--- src/rtl/stream_pkt_arbiter.sv ---
// stream_pkt_arbiter
// Shares one downstream valid/ready stream between N_PORTS upstream sources.
// Arbitration is round-robin and per packet: once a port is granted, it owns
// the output until its last beat handshakes. m_id_o reports the granted port.
// Optional build macro STREAM_PKT_ARB_STATS_EN adds pkt_cnt_o, a set of
// per-port completed-packet counters.
//
// state  | meaning
// -------+----------------------------------------------------------------
// IDLE   | outputs quiet, pick the next valid port after ptr (1 cycle)
// LOCKED | pass-through of the granted port until its last beat handshakes

module stream_pkt_arbiter #(
    parameter int T_DATA_WIDTH = 32,
    parameter int N_PORTS      = 4,
    parameter int ID_WIDTH     = $clog2(N_PORTS)
) (
    input  logic                                   clk,
    input  logic                                   rst,
    input  logic [N_PORTS-1:0][T_DATA_WIDTH-1:0]   s_data_i,
    input  logic [N_PORTS-1:0]                     s_last_i,
    input  logic [N_PORTS-1:0]                     s_valid_i,
    output logic [N_PORTS-1:0]                     s_ready_o,
    output logic [T_DATA_WIDTH-1:0]                m_data_o,
    output logic                                   m_last_o,
    output logic                                   m_valid_o,
    input  logic                                   m_ready_i,
    output logic [ID_WIDTH-1:0]                    m_id_o
`ifdef STREAM_PKT_ARB_STATS_EN
    ,
    output logic [N_PORTS-1:0][15:0]               pkt_cnt_o
`endif
);

    typedef enum logic {
        IDLE   = 1'b0,
        LOCKED = 1'b1
    } state_t;

    state_t              state, next_state;
    logic [ID_WIDTH-1:0] ptr, next_ptr;
    logic [ID_WIDTH-1:0] grant, next_grant;

    logic                arb_found;
    logic [ID_WIDTH-1:0] arb_sel;
    logic                beat_xfer;
    logic                pkt_done;

    // The granted port only hands over at its last-beat handshake.
    assign beat_xfer = (state == LOCKED) && s_valid_i[grant] && m_ready_i;
    assign pkt_done  = beat_xfer && s_last_i[grant];

    // Round-robin search: first valid port at ptr+1, ptr+2, ... modulo N_PORTS.
    always_comb begin
        int idx;
        arb_found = 1'b0;
        arb_sel   = '0;
        for (int i = 1; i <= N_PORTS; i++) begin
            idx = int'(ptr) + i;
            if (idx >= N_PORTS) begin
                idx = idx - N_PORTS;
            end
            if (!arb_found && s_valid_i[idx]) begin
                arb_found = 1'b1;
                arb_sel   = idx[ID_WIDTH-1:0];
            end
        end
    end

    // State, priority pointer and grant registers.
    always_ff @(posedge clk) begin
        if (rst) begin
            state <= IDLE;
            ptr   <= ID_WIDTH'(N_PORTS - 1);
            grant <= '0;
        end else begin
            state <= next_state;
            ptr   <= next_ptr;
            grant <= next_grant;
        end
    end

    // Next-state logic and output mux; ready depends only on state, grant and
    // m_ready_i, so there is no combinational path from any s_valid_i.
    always_comb begin
        next_state = state;
        next_ptr   = ptr;
        next_grant = grant;
        s_ready_o  = '0;
        m_data_o   = '0;
        m_last_o   = 1'b0;
        m_valid_o  = 1'b0;
        m_id_o     = grant;

        case (state)
            IDLE: begin
                if (arb_found) begin
                    next_grant = arb_sel;
                    next_state = LOCKED;
                end
            end
            LOCKED: begin
                m_valid_o        = s_valid_i[grant];
                m_data_o         = s_data_i[grant];
                m_last_o         = s_last_i[grant];
                s_ready_o[grant] = m_ready_i;
                if (pkt_done) begin
                    next_ptr   = grant;
                    next_state = IDLE;
                end
            end
            default: begin
                next_state = IDLE;
            end
        endcase
    end

`ifdef STREAM_PKT_ARB_STATS_EN
    // Per-port completed-packet counters, wrapping at 16 bits.
    always_ff @(posedge clk) begin
        if (rst) begin
            pkt_cnt_o <= '0;
        end else if (pkt_done) begin
            pkt_cnt_o[grant] <= pkt_cnt_o[grant] + 16'd1;
        end
    end
`endif

endmodule

--- config.mk ---
export PLATFORM = sky130hd
export DESIGN_NAME = stream_pkt_arbiter
export DESIGN_NICKNAME = d
export VERILOG_FILES = /design/src/rtl/stream_pkt_arbiter.sv
export SDC_FILE = /design/constraint.sdc
export NUM_CORES = 1
export LEC_CHECK = 0
export ABC_AREA = 1
export CORE_MARGIN = 5
export CORE_UTILIZATION = 28
export CTS_BUF_LIST = sky130_fd_sc_hd__clkbuf_16
export DETAILED_ROUTE_END_ITERATION = 12
export PLACE_DENSITY = 0.92
export SKIP_LAST_GASP = 1
export SYNTH_ARGS = -nofsm -noshare
export SYNTH_HDL_FRONTEND = slang
export SYNTH_SLANG_ARGS = --single-unit
--- constraint.sdc ---
create_clock -name clk -period 3.3 [get_ports clk]
set_input_delay 0.495 -clock clk [delete_from_list [all_inputs] [get_ports clk]]
set_output_delay 0.495 -clock clk [all_outputs]
set_load 0.02 [all_outputs]
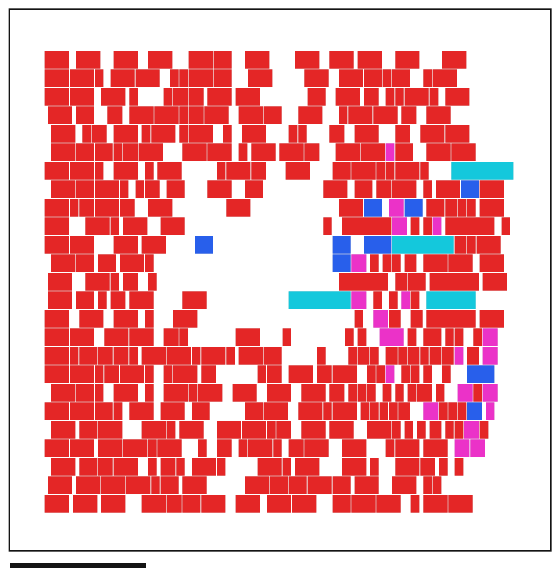
Fig. 1. Drive-strength map (run 1).
Bar = 20 um.
- magenta: drive 2 (cells 20; share 4.8%)
- cyan: drive 6 and up (cells 4; share 0.95%)
- red: drive 1 or less (cells 387; share 92%)
- blue: drive 3 to 4 (cells 9; share 2.1%)
Final Instance Area: 3230 sq um
Area growth, synth to finish: 140%

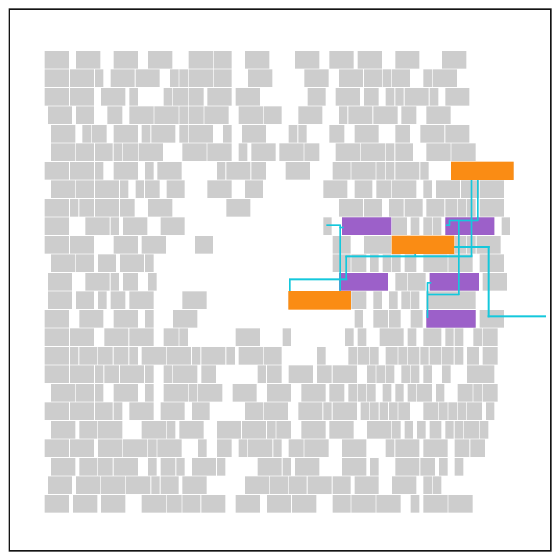
Fig. 2. Clock network drawn from the DEF (run 1).
- purple: flip-flops (count 5)
- cyan: clock wires (length 134 um)
- orange: cells driving clock nets (count 3)
- flops lie: right middle
Clock Power Share: 19.3%
clock network power: 199 uW
Layout Skew: 0.00412 ns
clk ins delay skew pair: 0.23 ns

==> changes_impl.md, run 1 <==
### Changed

* Largest net degree at the start of global routing at 37
* Syn avg cell area at 5.40 sq um
* DRT antenna net count at 0
* Tcrit/Tclk final at 87.9%
* Worst hold start: state$_SDFF_PP0_
* Worst Hold Endpoint: state$_SDFF_PP0_
* Antenna diode count at 0
* Leak at 0.00123 uW
* Commonest Layout Cell: clkdlybuf4s50_1
* CP peak stage delay at 0.65 ns
* R2r endpoint: ptr[0]$_SDFFE_PP1P_
* RSZ-0062 raised after global routing: false
* CTS root buf: clkbuf_16
* And+or+nand+nor area frac at 46.8%
* Syn_nets at 389
* Post-CTS Setup Bufs at 0
* Worst Tran Pin Value at 0.580 ns
* Syn Std Cell Area at 1350 sq um
* Initial antenna violation count at 0
* Comb gates at 211
* Status: completed
* Maximum fanout along the worst path at 20
* Register bit total from synthesis at 5
* Critical Path End Type: output port
* FILL cells at 412
* Crit path max-delay family: buffers and inverters
* Buffers on Ports at 178
* HP Class: flip-flop to flip-flop
* Dominant kind of cell: buffers
* Via density at 5.25
* Final hold slack at 0.482 ns
* RePlAce Congestion at 0.928
* Comb/total area at 33.9%
* Busiest grt layer: met2
* Cells on worst reg2reg path at 7
* WL met2 at 4200 um
* Tap cells at 54
* Met3 WL at 729 um
* Total Power at 1030 uW
* M1 wire length at 2690 um
* Initial drt markers at 121
* Final Util at 68.9%
* Final cell count without fillers at 474
* Worst Setup Start Kind: flip-flop
* Seq area share at 3.10%
* Hold path cells at 2
* CP Data Arrival Time at 2.40 ns
* Reg2Reg Setup Slack at 1.34 ns
* Yosys chip area at 1350 sq um
* Clock tree buffer depth at 2
* Die y size at 79.4 um
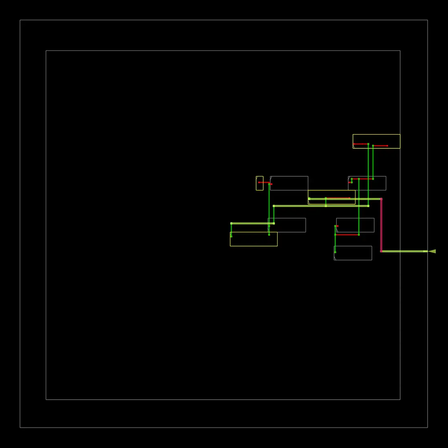
Fig. 3. Clock nets (run 1).
Flops: 5
CTS Sinks: 5

[run 1: power breakdown]
group / switching (uW) / total, uW / leakage (uW) / internal, uW
sequential: 15.9 / 84.0 / 0.0000413 / 68.1
combinational: 371 / 748 / 0.00115 / 378
clock: 42.1 / 199 / 0.0000423 / 157
[run 1: cells in the mapped netlist, drive strengths merged]
cell type / n / area [sq um]
a21oi: 2 / 10.0
a22oi: 32 / 240
a31oi: 32 / 200
buf: 12 / 67.6
clkbuf: 6 / 22.5
clkinv: 1 / 3.75
dfxtp: 5 / 100
inv: 15 / 58.8
nand2: 114 / 458
nand3: 10 / 55.1
nand3b: 1 / 7.51
nand4: 2 / 12.5
nor2: 13 / 82.6
nor3: 3 / 15.0
o211ai: 2 / 15.0
[run 1: registers in the layout, summed over array words and instances (netlist names)]
register  flops
m_id_o        2
ptr           2
state         1
==> inputs of run 2 (changes only) <==
==> constraint.sdc (replaced) <==
create_clock -name clk -period 3.5 [get_ports clk]
set_input_delay 0.525 -clock clk [delete_from_list [all_inputs] [get_ports clk]]
set_output_delay 0.525 -clock clk [all_outputs]
set_load 0.02 [all_outputs]
==> run 2 against run 1 <==
Effect of this change: sequential cell count unchanged; critical endpoint is now m_valid_o; count of clock-buffer cells in the layout stayed put; clock power is 6% lower.
==> changes_impl.md, run 2 <==
### Changed

* Clock Power Share at 19.5% (+0.2 points)
* Via density at 5.14 (-2.2%)
* Worst Hold Endpoint: state$_SDFF_PP0_
* Die y size at 79.4 um (unchanged)
* Yosys top cell by instances: nand2_1
* Row Count at 25
* Register bit total from synthesis at 5 (unchanged)
* Status: completed
* Total gr overflow at 0
* Cell taking the most area after synthesis: nand2_1
* Top pwr grp: combinational cells
* Total Power at 963 uW (-6.7%)
* Floorplan Utilization at 28.7%
* Clock tree buffer depth at 2 (unchanged)
* RePlAce Congestion at 0.888 (-4.4%)
* Final hold vios at 0
* Fin nets at 558
* # IOs at 179
* Synth area leaders: nand2_1 (29%), a22oi_1 (18%), a31oi_1 (15%)
* Die X at 79.4 um
* Tcrit/Tclk final at 82.4%
* Most frequent cells after synthesis: nand2_1 (104), a22oi_1 (32), a31oi_1 (32), nand2_2 (9), nand3_1 (9)
* Die area at 6310 sq um
* R2r endpoint: ptr[1]$_SDFFE_PP1P_
* CTS root buf: clkbuf_16
* Final setup viols at 0
* Global-route wire length before repair at 12,000 um
* HP Class: flip-flop to flip-flop
* Antenna diode count at 0 (unchanged)
* Reg-to-reg startpoint: m_id_o[0]$_SDFFE_PP0P_
* Cell internal pwr at 563 uW (-6.6%)
* Syn avg cell area at 5.40 sq um (unchanged)
* H-tree depth at 1
* Crit Path Class: flip-flop to output port
* Mapped Cells at 250
* CTS Sinks at 5 (unchanged)
* Final cell count without fillers at 472 (-0.42%)
* Top-area cell share at 28.9% (unchanged)
* Worst hold start: state$_SDFF_PP0_
* Post-synth EDFFs at 0 (unchanged)
* Most frequent CP cell: nand2_1
* DRT antenna net count at 0 (unchanged)
* Worst Setup Start Kind: flip-flop
* Post_cts resized at 0
* Psw at 400 uW (-6.7%)
* Worst Tran Pin Value at 0.591 ns (+0.0109 ns)
* Sequential power share at 8.1% (about the same)
* Commonest Layout Cell: clkdlybuf4s50_1
* Sw Ratio at 41.5% (about the same)
* Yosys chip area at 1350 sq um (unchanged)
* Largest net degree at the start of global routing at 35 (-5.4%)
* Syn_nets at 389 (unchanged)
* Final hold slack at 0.498 ns (+0.0155 ns)
* FMAX at 347 MHz
* CP Data Arrival Time at 2.36 ns (-0.04 ns)
* CTS clock-pin slew for the worst setup and hold paths at 0.04 ns
* Post-place setup slack at 0.855 ns
* Routed len/inst at 16.3 um
* Post-route setup slack at 0.614 ns
* Final Util at 68.6% (-0.29 points)
* CP peak stage delay at 0.61 ns (-0.04 ns)
* Initial drt markers at 81 (-33%)
* P_comb at 697 uW (-6.8%)
* Worst Path Required at 2.97 ns
* Number of synthesis warnings at 0
* Ys async rst share at 0% (unchanged)
* Combinational share of power at 72.4% (about the same)
* Syn Std Cell Area at 1350 sq um (unchanged)
* Worst Setup EP: m_valid_o
* Power Sequential at 78.3 uW (-6.8%)
* Buffers on Ports at 178 (unchanged)
* Leak at 0.00122 uW (-0.92%)
* Reg2Reg Setup Slack at 1.64 ns (+0.30 ns)
* Area growth, synth to finish at 139%
* Cells on worst reg2reg path at 7 (unchanged)
* Maximum VDD drop at 294 uV
* Inst Count DP at 468
* Main flop type: dfxtp_1
* Crit path max-delay family: buffers and inverters
* Maximum fanout along the worst path at 34 (+70%)
* Hold path cells at 2 (unchanged)
* Post-CTS Setup Bufs at 0 (unchanged)
* Clk ins delay skew pair at 0.23 ns (about the same)
* Critical Path End Type: output port
* WP buf/inv at 3
* PD cells at 299 nW/um^2
* RSZ-0062 raised after global routing: false
* Worst relative slew slack at 60.5%
* Initial antenna violation count at 0 (unchanged)
[run 2: cell count changes in the layout (fill, tap and decap cells not counted), sizes merged]
cell	delta
clkinv	+1
buf	-2
inv	-1
[run 2: cell families after synthesis]
family,count (synthesis),synth area share (%)
and+or+nand+nor,143,46.8
buffers and inverters,34,11.3
DFF,5,7.42
AOI/OAI and AO/OA,68,34.5
[run 2: metal layers]
metal,wire length [um],GRT usage (%),up-vias
met1,2700,23.6,1102
met5,0,0,-
met2,4190,47.1,97
met3,612,7.22,18
met4,203,6.87,0
li1,-,-,1207
[run 2: final cells by class]
class / count / area, sq um
clock buffer: 3 / 75.1
timing repair buffer: 182 / 1810
tap: 54 / 67.6
multi-input combinational: 211 / 1100
clock inverter: 1 / 5.00
inverter: 16 / 62.6
fill: 392 / 1470
sequential: 5 / 100
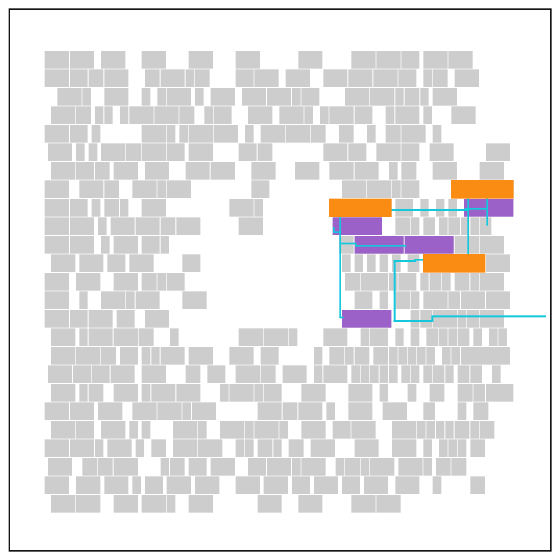
Fig. 4. Clock network drawn from the DEF (run 2).
- cyan: clock wires (length 111 um)
- orange: cells driving clock nets (count 3)
- purple: flip-flops (count 5)
- routed clock nets: 4
Layout Skew: 0.00327 ns
clock network power: 187 uW

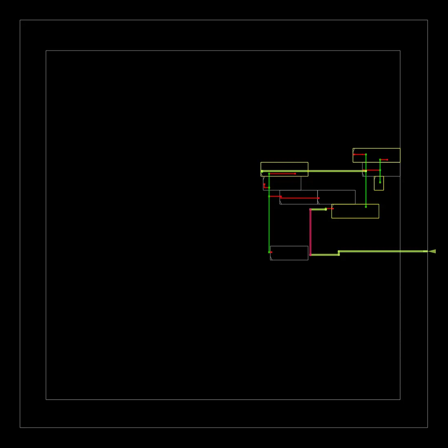
Fig. 5. Clock nets (run 2).
CLK BUF: 3
Inserted Clock Buffers: 3

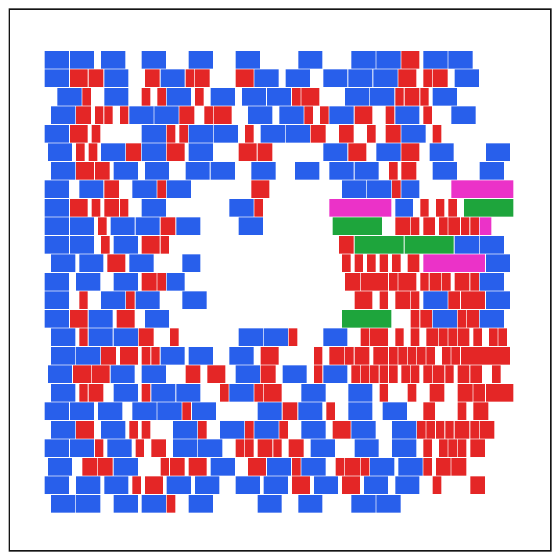
Fig. 6. Cell classes on the final placement (run 2).
- blue: other buffers and delay cells (cells 182)
- green: flip-flops (cells 5)
- magenta: clock drivers and dummy loads (cells 4)
- red: all other logic (cells 227)
Final Instance Area: 3220 sq um
Seq area share: 3.11%

==> inputs of run 3 (changes only) <==
--- a/config.mk
+++ b/config.mk
@@ -7,10 +7,10 @@
 export LEC_CHECK = 0
 export ABC_AREA = 1
 export CORE_MARGIN = 5
-export CORE_UTILIZATION = 28
+export CORE_UTILIZATION = 26
 export CTS_BUF_LIST = sky130_fd_sc_hd__clkbuf_16
 export DETAILED_ROUTE_END_ITERATION = 12
-export PLACE_DENSITY = 0.92
+export PLACE_DENSITY = 0.87
 export SKIP_LAST_GASP = 1
 export SYNTH_ARGS = -nofsm -noshare
 export SYNTH_HDL_FRONTEND = slang
==> constraint.sdc (replaced) <==
create_clock -name clk -period 2.8 [get_ports clk]
set_input_delay 0.42 -clock clk [delete_from_list [all_inputs] [get_ports clk]]
set_output_delay 0.42 -clock clk [all_outputs]
set_load 0.02 [all_outputs]
==> run 3 against run 2 <==
Effect of this change: hold slack worse by 0.011 ns; combinational power up 27%; count of clock-buffer cells in the layout unchanged; critical path depth down 1; routed wire length down 0.23%; non-clock buffer count up 4; area after synthesis unchanged; global-route usage down 2.1 points; utilization down 3.9 points; register-to-register slack worse by 0.41 ns; final cell count up 4.2%.
==> changes_impl.md, run 3 <==
### Changed

* Worst Setup Start Kind: flip-flop
* Worst Path Required at 2.38 ns (-0.59 ns)
* Worst Tran Pin Value at 0.387 ns (-0.204 ns)
* Reg2Reg Setup Slack at 1.23 ns (-0.41 ns)
* Total gr overflow at 0 (unchanged)
* Final Util at 64.7% (-3.9 points)
* Status: completed
* Worst hold start: state$_SDFF_PP0_
* CTS Sinks at 5 (unchanged)
* PD cells at 373 nW/um^2 (+25%)
* Total Power at 1220 uW (+27%)
* RePlAce Congestion at 0.857 (-3.5%)
* Crit path max-delay family: buffers and inverters
* Hold path cells at 2 (unchanged)
* Global-route wire length before repair at 11,400 um (-5.5%)
* Clk ins delay skew pair at 0.23 ns (about the same)
* CP peak stage delay at 0.65 ns (+0.04 ns)
* Syn Std Cell Area at 1350 sq um (unchanged)
* Most frequent cells after synthesis: nand2_1 (104), a22oi_1 (32), a31oi_1 (32), nand2_2 (9), nand3_1 (9)
* Top-area cell share at 28.9% (unchanged)
* Worst Setup EP: m_data_o[22]
* Non-clk invs at 16 (unchanged)
* CTS root buf: clkbuf_16
* Sequential power share at 8.0% (about the same)
* Via density at 4.89 (-4.9%)
* Layout clock area frac at 2.40% (-0.087 points)
* Crit Path Class: flip-flop to output port
* Sw Ratio at 41.4% (-0.15 points)
* FMAX at 389 MHz
* Dominant kind of cell: buffers
* Mapped Cells at 250 (unchanged)
* RSZ-0062 raised after global routing: false
* Clock Power Share at 19.5% (about the same)
* Cells on worst reg2reg path at 7 (unchanged)
* Commonest Layout Cell: clkdlybuf4s50_1
* DRT antenna net count at 0 (unchanged)
* Die X at 82.0 um (+3.3%)
* WP buf/inv at 3 (unchanged)
* CP Data Arrival Time at 2.15 ns (-0.21 ns)
* Final hold slack at 0.487 ns (-0.0110 ns)
* Cell internal pwr at 717 uW (+27%)
* Die area at 6730 sq um (+6.7%)
* H-tree depth at 1 (unchanged)
* Register bit total from synthesis at 5 (unchanged)
* Initial drt markers at 77 (-4.9%)
* Comb/total area at 33.4% (-0.67 points)
* Clock tree buffer depth at 2 (unchanged)
* Area growth, synth to finish at 143%
* Top pwr grp: combinational cells
* Yosys chip area at 1350 sq um (unchanged)
* Ys async rst share at 0% (unchanged)
* Final hold vios at 0 (unchanged)
* HP Class: flip-flop to flip-flop
* Final cell count without fillers at 492 (+4.2%)
* Seq area share at 3.09% (-0.024 points)
* Largest net degree at the start of global routing at 35 (unchanged)
* Post-synth EDFFs at 0 (unchanged)
* Flops at 5 (unchanged)
* Yosys top cell by instances: nand2_1
* Leak at 0.00124 uW (+2.1%)
* Buffering overhead at 56.5% (+0.18 points)
* Post-place setup slack at 0.361 ns (-0.494 ns)
* Initial antenna violation count at 0 (unchanged)
* Routed len/inst at 15.6 um (-4.3%)
* R2r endpoint: ptr[1]$_SDFFE_PP1P_
* Comb gates at 211 (unchanged)
* Number of synthesis warnings at 0 (unchanged)
* Maximum VDD drop at 235 uV (-20%)
* Reg-to-reg startpoint: m_id_o[1]$_SDFFE_PP0P_
## run 3: netlist changes by cell type in the layout (fill, tap and decap cells not counted)
cell	delta
inv_4	+1
dfxtp_1	-1
inv_2	-1
buf_4	+3
dfxtp_2	+1
inv_1	+1
buf_12	+1
clkinv_2	-1
## run 3: per-layer routing
layer / wire (um) / GRT usage (%) / up-vias
met5: 0 / 0 / -
met4: 147 / 6.81 / 0
met3: 633 / 4.71 / 14
met2: 4040 / 41.7 / 113
met1: 2870 / 23.2 / 1061
li1: - / - / 1216
## run 3: logic make-up (layout without fill, tap and decap cells)
logic type / after synthesis / after routing / synth area share, %
compound gates: 68 / 68 / 34.5
buf+inv: 34 / 206 / 11.3
simple gates: 143 / 143 / 46.8
flops: 5 / 5 / 7.42
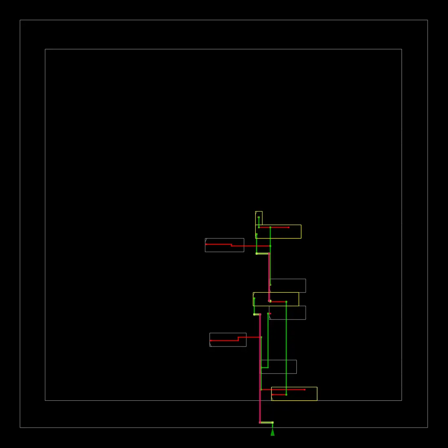
Fig. 7. Clock nets (run 3).
Layout Skew: 0.00142 ns
clock network power: 239 uW

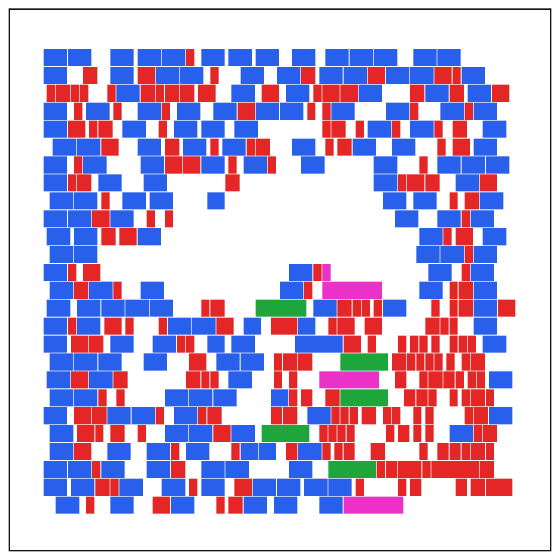
Fig. 8. Cell classes on the final placement (run 3).
- blue: other buffers and delay cells (cells 186)
- magenta: clock drivers and dummy loads (cells 4)
- red: all other logic (cells 227)
- green: flip-flops (cells 5)
Final Instance Area: 3280 sq um
Row Count: 26

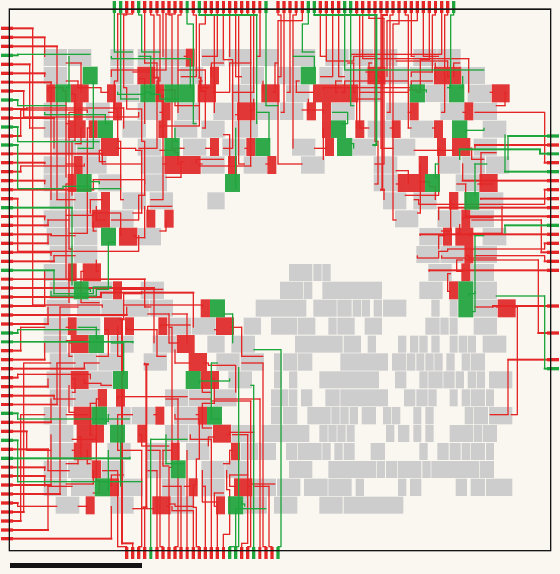
Fig. 9. Nets reached from selected ports (run 3).
Bar = 20 um.
- green: `m_data_o` (bits 32; direction output; edge 11 top, 11 left, 5 bottom, 5 right; end cells 32; buffers 32; wire 771 um)
- red: `s_data_i` (bits 128; direction input; edge 47 left, 45 top, 21 bottom, 15 right; end cells 96; buffers 128; wire 2,980 um)
Buffers on Ports: 178
# IOs: 179

Power is estimated from default activity; no workload was simulated.
